<file path="config.mk">
export PLATFORM = sky130hd
export DESIGN_NAME = serial_word_tx
export DESIGN_NICKNAME = d
export VERILOG_FILES = /design/src/rtl/serial_pkg.sv /design/src/rtl/bit_counter.sv /design/src/rtl/serial_word_tx.sv
export SDC_FILE = /design/constraint.sdc
export NUM_CORES = 1
export LEC_CHECK = 0
export CAP_MARGIN = 20
export CORE_MARGIN = 4
export CORE_UTILIZATION = 52
export CTS_CLUSTER_SIZE = 12
export DETAILED_ROUTE_END_ITERATION = 12
export HOLD_SLACK_MARGIN = 0.15
export PLACE_DENSITY = 0.82
export SYNTH_ARGS = -nofsm -noshare
export SYNTH_HDL_FRONTEND = slang
export SYNTH_SLANG_ARGS = --single-unit
</file>
<file path="constraint.sdc">
create_clock -name clk -period 3.5 [get_ports clk]
set_input_delay 0.7 -clock clk [delete_from_list [all_inputs] [get_ports clk]]
set_output_delay 0.7 -clock clk [all_outputs]
set_load 0.02 [all_outputs]
</file>
<file path="src/rtl/serial_pkg.sv">
// Shared definitions for the LSB-first serial two's-complement datapath.
// Used by the word transmitter, the serial complementer and their benches.
//   DEFAULT_WIDTH : default word length in bits
//   state_t       : transmitter state encoding
//   SER_IDLE_I/R  : serial data / word-start levels driven while the line is idle
package serial_pkg;

   localparam int DEFAULT_WIDTH = 8;

   typedef enum logic [0:0] {
      IDLE  = 1'b0,
      SHIFT = 1'b1
   } state_t;

   // The complementer treats ser_r=1 as "hold in start state", so the idle
   // line parks data low and word-start high.
   localparam logic SER_IDLE_I = 1'b0;
   localparam logic SER_IDLE_R = 1'b1;

endpackage

</file>
<file path="src/rtl/bit_counter.sv">
// Bit position counter for the serial word transmitter.
// Counts 0..WIDTH-1 while enabled; clear has priority over enable.
//   clk, rst_n : clock, synchronous active-low reset (forces count to 0)
//   clear      : force count to 0 on the next edge
//   enable     : advance count by one on the next edge
//   cnt        : current bit index, $clog2(WIDTH) bits
//   at_last    : cnt is on the last bit of the word (WIDTH-1)
module bit_counter
   import serial_pkg::*;
#(
   parameter int WIDTH = DEFAULT_WIDTH
) (
   input  logic                     clk,
   input  logic                     rst_n,
   input  logic                     clear,
   input  logic                     enable,
   output logic [$clog2(WIDTH)-1:0] cnt,
   output logic                     at_last
);

   localparam int CW = $clog2(WIDTH);

   always_ff @(posedge clk) begin
      if (!rst_n) begin
         cnt <= '0;
      end else if (clear) begin
         cnt <= '0;
      end else if (enable) begin
         cnt <= cnt + 1'b1;
      end
   end

   assign at_last = (cnt == CW'(WIDTH - 1));

endmodule

</file>
<file path="src/rtl/serial_word_tx.sv">
// Parallel-to-serial word transmitter feeding the serial complementer.
// Words are taken over a valid/ready handshake and shifted out LSB first,
// one bit per clock, with a word-start strobe on bit 0 of each word.
//   clk, rst_n : clock, synchronous active-low reset
//   in_valid   : upstream word available on in_data
//   in_ready   : a word can be accepted this cycle
//   in_data    : parallel word, bit 0 sent first
//   ser_i      : serial data bit to the complementer
//   ser_r      : word-start strobe to the complementer (high while idle)
//   busy       : a word is being shifted
//   word_done  : high while the last bit of a word is on ser_i
//
// state | meaning
// IDLE  | line parked (ser_i=0, ser_r=1), ready for a word
// SHIFT | shifting current word, cnt = index of bit on ser_i
module serial_word_tx
   import serial_pkg::*;
#(
   parameter int WIDTH = DEFAULT_WIDTH
) (
   input  logic             clk,
   input  logic             rst_n,
   input  logic             in_valid,
   output logic             in_ready,
   input  logic [WIDTH-1:0] in_data,
   output logic             ser_i,
   output logic             ser_r,
   output logic             busy,
   output logic             word_done
);

   localparam int CW = $clog2(WIDTH);

   state_t           state;
   logic [WIDTH-1:0] shreg;
   logic [CW-1:0]    cnt;
   logic             at_last;
   logic             accept;
   logic             cnt_clear;

   // A new word can only enter on the last bit of the current one, which
   // gives gap-free back-to-back words without a holding register.
   assign in_ready  = rst_n && ((state == IDLE) || at_last);
   assign accept    = in_valid && in_ready;
   assign cnt_clear = accept || ((state == SHIFT) && at_last);

   bit_counter #(.WIDTH(WIDTH)) u_bit_counter (
      .clk     (clk),
      .rst_n   (rst_n),
      .clear   (cnt_clear),
      .enable  (state == SHIFT),
      .cnt     (cnt),
      .at_last (at_last)
   );

   always_ff @(posedge clk) begin
      if (!rst_n) begin
         state <= IDLE;
         shreg <= '0;
      end else if (accept) begin
         state <= SHIFT;
         shreg <= in_data;
      end else if (state == SHIFT) begin
         shreg <= shreg >> 1;
         if (at_last) begin
            state <= IDLE;
         end
      end
   end

   assign busy      = (state == SHIFT);
   assign ser_i     = busy ? shreg[0] : SER_IDLE_I;
   assign ser_r     = busy ? (cnt == '0) : SER_IDLE_R;
   assign word_done = busy && at_last;

endmodule

</file>
Fig. 1: run 1, placement by cell class
Fill, decap, tap and diode cells in grey.
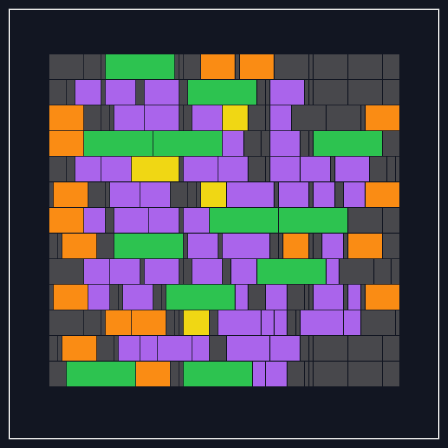
legend:
  green:
    class: flip-flops
    cells: 12
    share_of_their_area: 27%
  orange:
    class: other buffers and delay cells
    cells: 17
    share_of_their_area: 19%
  yellow:
    class: clock drivers and dummy loads
    cells: 4
    share_of_their_area: 4.1%
  purple:
    class: all other logic
    cells: 55
    share_of_their_area: 50%

Fig. 2: run 1, placed standard cells
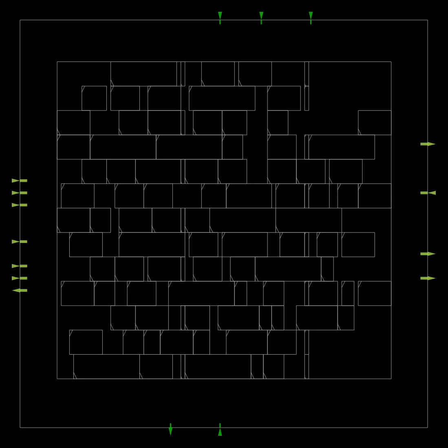
Seq/total area: 0.267
final cell count without fillers: 103
Final Util: 0.684

==> results.ini, run 1 <==
[run_status]
status = completed

[grt]
overflow = 0
grt_max_degree = 18
grt_usage = 0.143
grt_pass1_wl_um = 2150

[sta]
setup_violations = 0
max_slew_margin = 0.631
period_used_share = 0.785
timing.hold.ws_ns = 0.557
worstMarginPinSlew_ns = 0.553
rsz0062_at_grt = no
final_hold_viol_count = 0
worst_slack_ns = 0.752
finalMaxSlewViolations = 0
fmax_ghz = 0.364
min_period_ns = 2.75

[route]
first_pass_iters = 1
routed_via_density = 5.28
drt.antenna.violating_nets = 0
route.vias.total = 544
wl_um = 1220
route.detailed.drc = 0
wl_per_cell_um = 11.8

[layout]
design_area_um2 = 901
syn_to_final_growth_pct = 23.5
layout-drive-gt1-share = 0.273
nets = 103

[place]
dp_cells = 99
post-place-ws_ns = 0.885
hpwl_um = 894

[synthesis]
yosysSeqAreaShare = 0.329
aoi_share = 0.228
topCellsByArea = dfxtp_1 (33%), mux2i_1 (11%), a21oi_2 (9.6%), o21ai_2 (8.4%), ha_1 (5.1%)
yosys_area_um2 = 729
synth.area.mux_share = 0.110
postSynthCellCount = 72
ys.warnings.count = 0
synth_area_um2 = 729
yosysCellCount = 72
synth_cell_type_count = 23
ys_ff = 12
top_area_cell = dfxtp_1
edf_count = 0
syn_area_per_cell_um2 = 10.1
xor_share = 0
ys_sh_adder = 0.0515
logic_family = AND-OR/OR-AND gates
most_common_cell = dfxtp_1

[clocking]
cts_made_buffers = 3
insertion_delay_ns = 0.27
ctsHoldBuffers = 0
cts_tree = built
clock-sinks = 12
ctsResizeCount = 0
path_clk_slew_ns = 0.08

[run]
maxCapViolCount = 0

[critical_path]
rr_worst_depth = 5
slowest_delay_ns = 0.55
r2r_start = u_bit_counter.cnt[0]$_SDFFE_PP0P_
cp_num_buf_inv = 1
end_kind = output pin
crit_slowest_cell = clkdlybuf4s50_1
critical_path_class = register to output pin
cpMostUsedCell = ha_1
worstReg2RegEnd = shreg[5]$_SDFFE_PN0P_
worst-path-max-fanout = 11
reg2reg_setup_slack_ns = 1.91
cp-start-kind = register

[min_path]
min_to = shreg[0]$_SDFFE_PN0P_
min_from = shreg[0]$_SDFFE_PN0P_
hold_depth = 2

[die]
initCoreUtil = 0.554
chip_area_um2 = 2070
die_y_um = 45.5
coreArea_um2 = 1320
die_w_um = 45.5

[power]
powerComb_mw = 0.0711
power_leader = registers
power.density_nw_per_um2 = 372
seq_cell_power_mw = 0.151
power.total_mw = 0.335
p_clk_mw = 0.113
power.internal_mw = 0.246
clockPowerShare = 0.337
p_sw_mw = 0.0890
switching_share = 0.266
ir_drop_uv = 201

Fig. 3: run 1, I/O nets highlighted
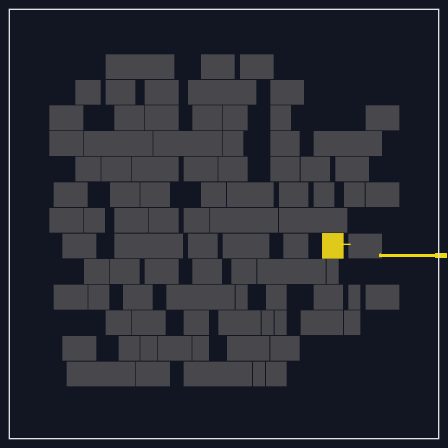
legend:
  yellow:
    port: word_done
    bits: 1
    direction: output
    edge: right
    end_cells: 1
    wire: 6.80 µm
I/O pin cnt: 16
number of port buffers: 15

Fig. 4: run 1, met2 routing
Cells faint in the background.
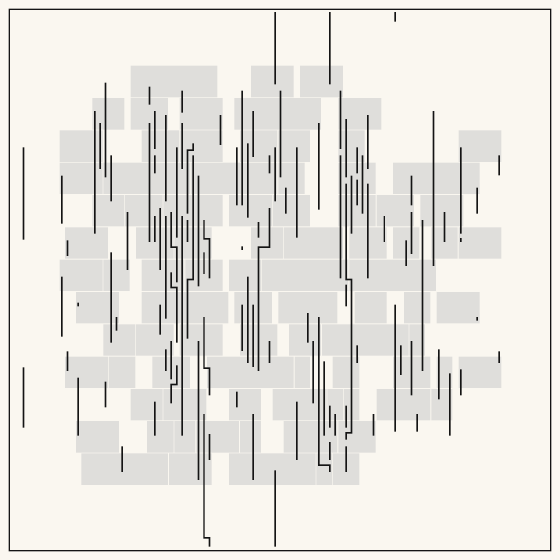
longest straight run: 18.4 µm
wire length on this layer: 547 µm

-- run 1: state kept, by name, summed over array words and instances, names as in the netlist --
| name | cells |
|---|---|
| shreg | 8 |
| u_bit_counter.cnt | 3 |
| busy | 1 |
-- run 1: per-layer routing --
metal	global-route usage	share of wire
met1	0.186	0.48
met2	0.217	0.45
met3	0.0237	0.048
met4	0.0877	0.024
met5	0	0
-- run 1: layout by cell type (no fill, tap or decap) --
master           synthesis  routed
clkdlybuf4s50_1          0      15
dfxtp_1                 12      12
mux2i_1                  8       8
a21oi_2                  8       8
o21ai_2                  7       7
and2_1                   5       5
inv_1                    4       4
nand2b_1                 4       4
or2b_1                   3       3
ha_1                     3       3
clkbuf_4                 0       3
nand2_1                  2       2
o32ai_1                  2       2
buf_4                    3       2
nor2b_4                  1       1
nor2b_1                  1       1
o21ai_0                  1       1
o21a_1                   1       1
nand3_1                  1       1
o21ai_1                  1       1
nand2b_4                 1       1
nor3b_1                  1       1
nor2b_2                  1       1
clkbuf_8                 0       1
-- run 1: cell type report --
class,instances,area (µm²),area share
Multi-Input combinational cell,51,425,0.472
Tap cell,15,18.8,0.0208
Sequential cell,12,240,0.267
Timing Repair Buffer,17,165,0.183
Inverter,4,15.0,0.0167
Clock buffer,4,36.3,0.0403
-- run 1: how the worst max path moves through the flow --
stage,endpoint,start,cells after the start
2_1_floorplan,in_ready,u_bit_counter.cnt[0]$_SDFFE_PP0P_,5
3_3_place_gp,in_ready,rst_n,3
3_5_place_dp,in_ready,rst_n,3
4_1_cts,in_ready,u_bit_counter.cnt[0]$_SDFFE_PP0P_,5
5_1_grt,in_ready,u_bit_counter.cnt[0]$_SDFFE_PP0P_,5
6_report,in_ready,u_bit_counter.cnt[0]$_SDFFE_PP0P_,5
==> run 1 -> run 2 <==
--- a/config.mk
+++ b/config.mk
@@ -6,12 +6,13 @@
 export NUM_CORES = 1
 export LEC_CHECK = 0
 export CAP_MARGIN = 20
+export CORE_ASPECT_RATIO = 0.8
 export CORE_MARGIN = 4
-export CORE_UTILIZATION = 52
+export CORE_UTILIZATION = 43
 export CTS_CLUSTER_SIZE = 12
 export DETAILED_ROUTE_END_ITERATION = 12
 export HOLD_SLACK_MARGIN = 0.15
-export PLACE_DENSITY = 0.82
+export PLACE_DENSITY = 0.72
 export SYNTH_ARGS = -nofsm -noshare
 export SYNTH_HDL_FRONTEND = slang
 export SYNTH_SLANG_ARGS = --single-unit
==> constraint.sdc (replaced) <==
create_clock -name clk -period 2.4 [get_ports clk]
set_input_delay 0.48 -clock clk [delete_from_list [all_inputs] [get_ports clk]]
set_output_delay 0.48 -clock clk [all_outputs]
set_load 0.02 [all_outputs]
Fig. 5: run 2, metal 3
Scale bar: 20 µm.
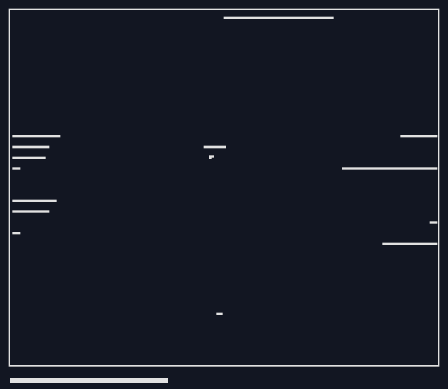
share of all routed wire: 5.2%
nets with wire on the layer: 13
longest straight run: 13.6 µm
met3 global-route usage: 0.0198
total wire length: 1260 µm

Fig. 6: run 2, placement by cell class
Fill, decap, tap and diode cells in grey.
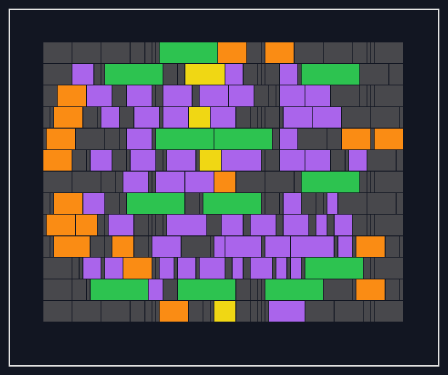
legend:
  green:
    class: flip-flops
    cells: 12
    share_of_their_area: 27%
  purple:
    class: all other logic
    cells: 55
    share_of_their_area: 50%
  yellow:
    class: clock drivers and dummy loads
    cells: 4
    share_of_their_area: 4.1%
  orange:
    class: other buffers and delay cells
    cells: 18
    share_of_their_area: 20%
design area: 922 µm²
Seq/total area: 0.261
core area: 1610 µm²
row cnt: 13

==> results.ini, run 2 <==
[synthesis]
ys_ff = 12  ; unchanged
ys.warnings.count = 0  ; unchanged
postSynthCellCount = 72  ; unchanged
syn_area_per_cell_um2 = 10.1  ; unchanged
synth_area_um2 = 729  ; unchanged
edf_count = 0  ; unchanged

[power]
power.total_mw = 0.485  ; was 0.335 mW
power.density_nw_per_um2 = 525  ; was 372 nW/µm²
ir_drop_uv = 292  ; was 201 µV

[die]
die_y_um = 44.8  ; was 45.5 µm
io-pin-count = 16  ; unchanged
die_w_um = 54.1  ; was 45.5 µm

[grt]
grt_usage = 0.126  ; was 0.143
overflow = 0  ; unchanged

[layout]
nets = 104  ; was 103
syn_to_final_growth_pct = 26.4  ; was 23.5%
top_register = shreg  ; unchanged

[route]
routed_via_density = 4.94  ; was 5.28
wl_met1_um = 598  ; was 585 µm
wl_per_cell_um = 11.4  ; was 11.8 µm
wl_met2_um = 563  ; was 547 µm

[sta]
fmax_ghz = 0.442
min_period_ns = 2.26
rsz0062_at_grt = no  ; unchanged
max_slew_margin = 0.641  ; was 0.631

[critical_path]
r2r_start = u_bit_counter.cnt[0]$_SDFFE_PP0P_  ; unchanged
slowest_delay_ns = 0.60  ; was 0.55 ns

[place]
dp_cells = 107  ; was 99
hpwl_um = 908  ; was 894 µm
port_buffers = 15  ; unchanged

[clocking]
cts_tree = built  ; unchanged
cts_made_buffers = 3  ; unchanged
path_clk_slew_ns = 0.08  ; about the same
insertion_delay_ns = 0.27  ; about the same

[run_status]
status = completed  ; unchanged

[min_path]
min_from = shreg[6]$_SDFFE_PN0P_  ; was shreg[0]$_SDFFE_PN0P_

## run 2: path summary, 6_finish.rpt
path / endpoint / cells after the start
setup / recovery: word_done / 4
hold / removal: shreg[6]$_SDFFE_PN0P_ / 2
setup reg to reg: shreg[3]$_SDFFE_PN0P_ / 6
hold reg to reg: shreg[6]$_SDFFE_PN0P_ / 2
## run 2: power breakdown
part	internal (mW)	total (mW)	switching (mW)	leakage, nW
Combinational	0.0547	0.101	0.0466	0.246
Clock	0.0922	0.160	0.0676	0.0210
Sequential	0.213	0.223	0.0104	0.0990
## run 2: cell families (layout without fill, tap and decap cells)
group | Yosys count | after routing | share of synthesized area
fa+ha+maj | 3 | 3 | 0.0515
buf+inv | 9 | 26 | 0.0875
compound gates | 20 | 20 | 0.228
mux | 8 | 8 | 0.110
simple gates | 20 | 20 | 0.194
flops | 12 | 12 | 0.329
## run 2: what timing repair did
item                                    CTS  global route
gates resized                             0             2
hold buffers                              0             0
endpoints found under the setup margin    0             2
hold endpoints to repair                  0             0
## run 2: metal layers
metal | GRT usage | up-vias
met5 | 0 | -
met4 | 0.0896 | 0
met3 | 0.0198 | 4
met2 | 0.193 | 15
met1 | 0.161 | 248
li1 | - | 281
## run 2: critical path, delay by kind of cell, from the launching register on
kind / cells / cell delay (ns)
adders and majority gates: 2 / 0.41
buffers and inverters: 1 / 0.60
DFF: 1 / 0.35
and+or+nand+nor: 1 / 0.15
## run 2: cell type report
cell class / instances / area (µm²)
fillers: 161 / 688
multi-input cells: 51 / 428
clock buffers: 4 / 36.3
repair buffers: 18 / 175
well taps: 22 / 27.5
inverters: 4 / 15.0
flip-flops and latches: 12 / 240
Power and IR drop assume default switching activity.
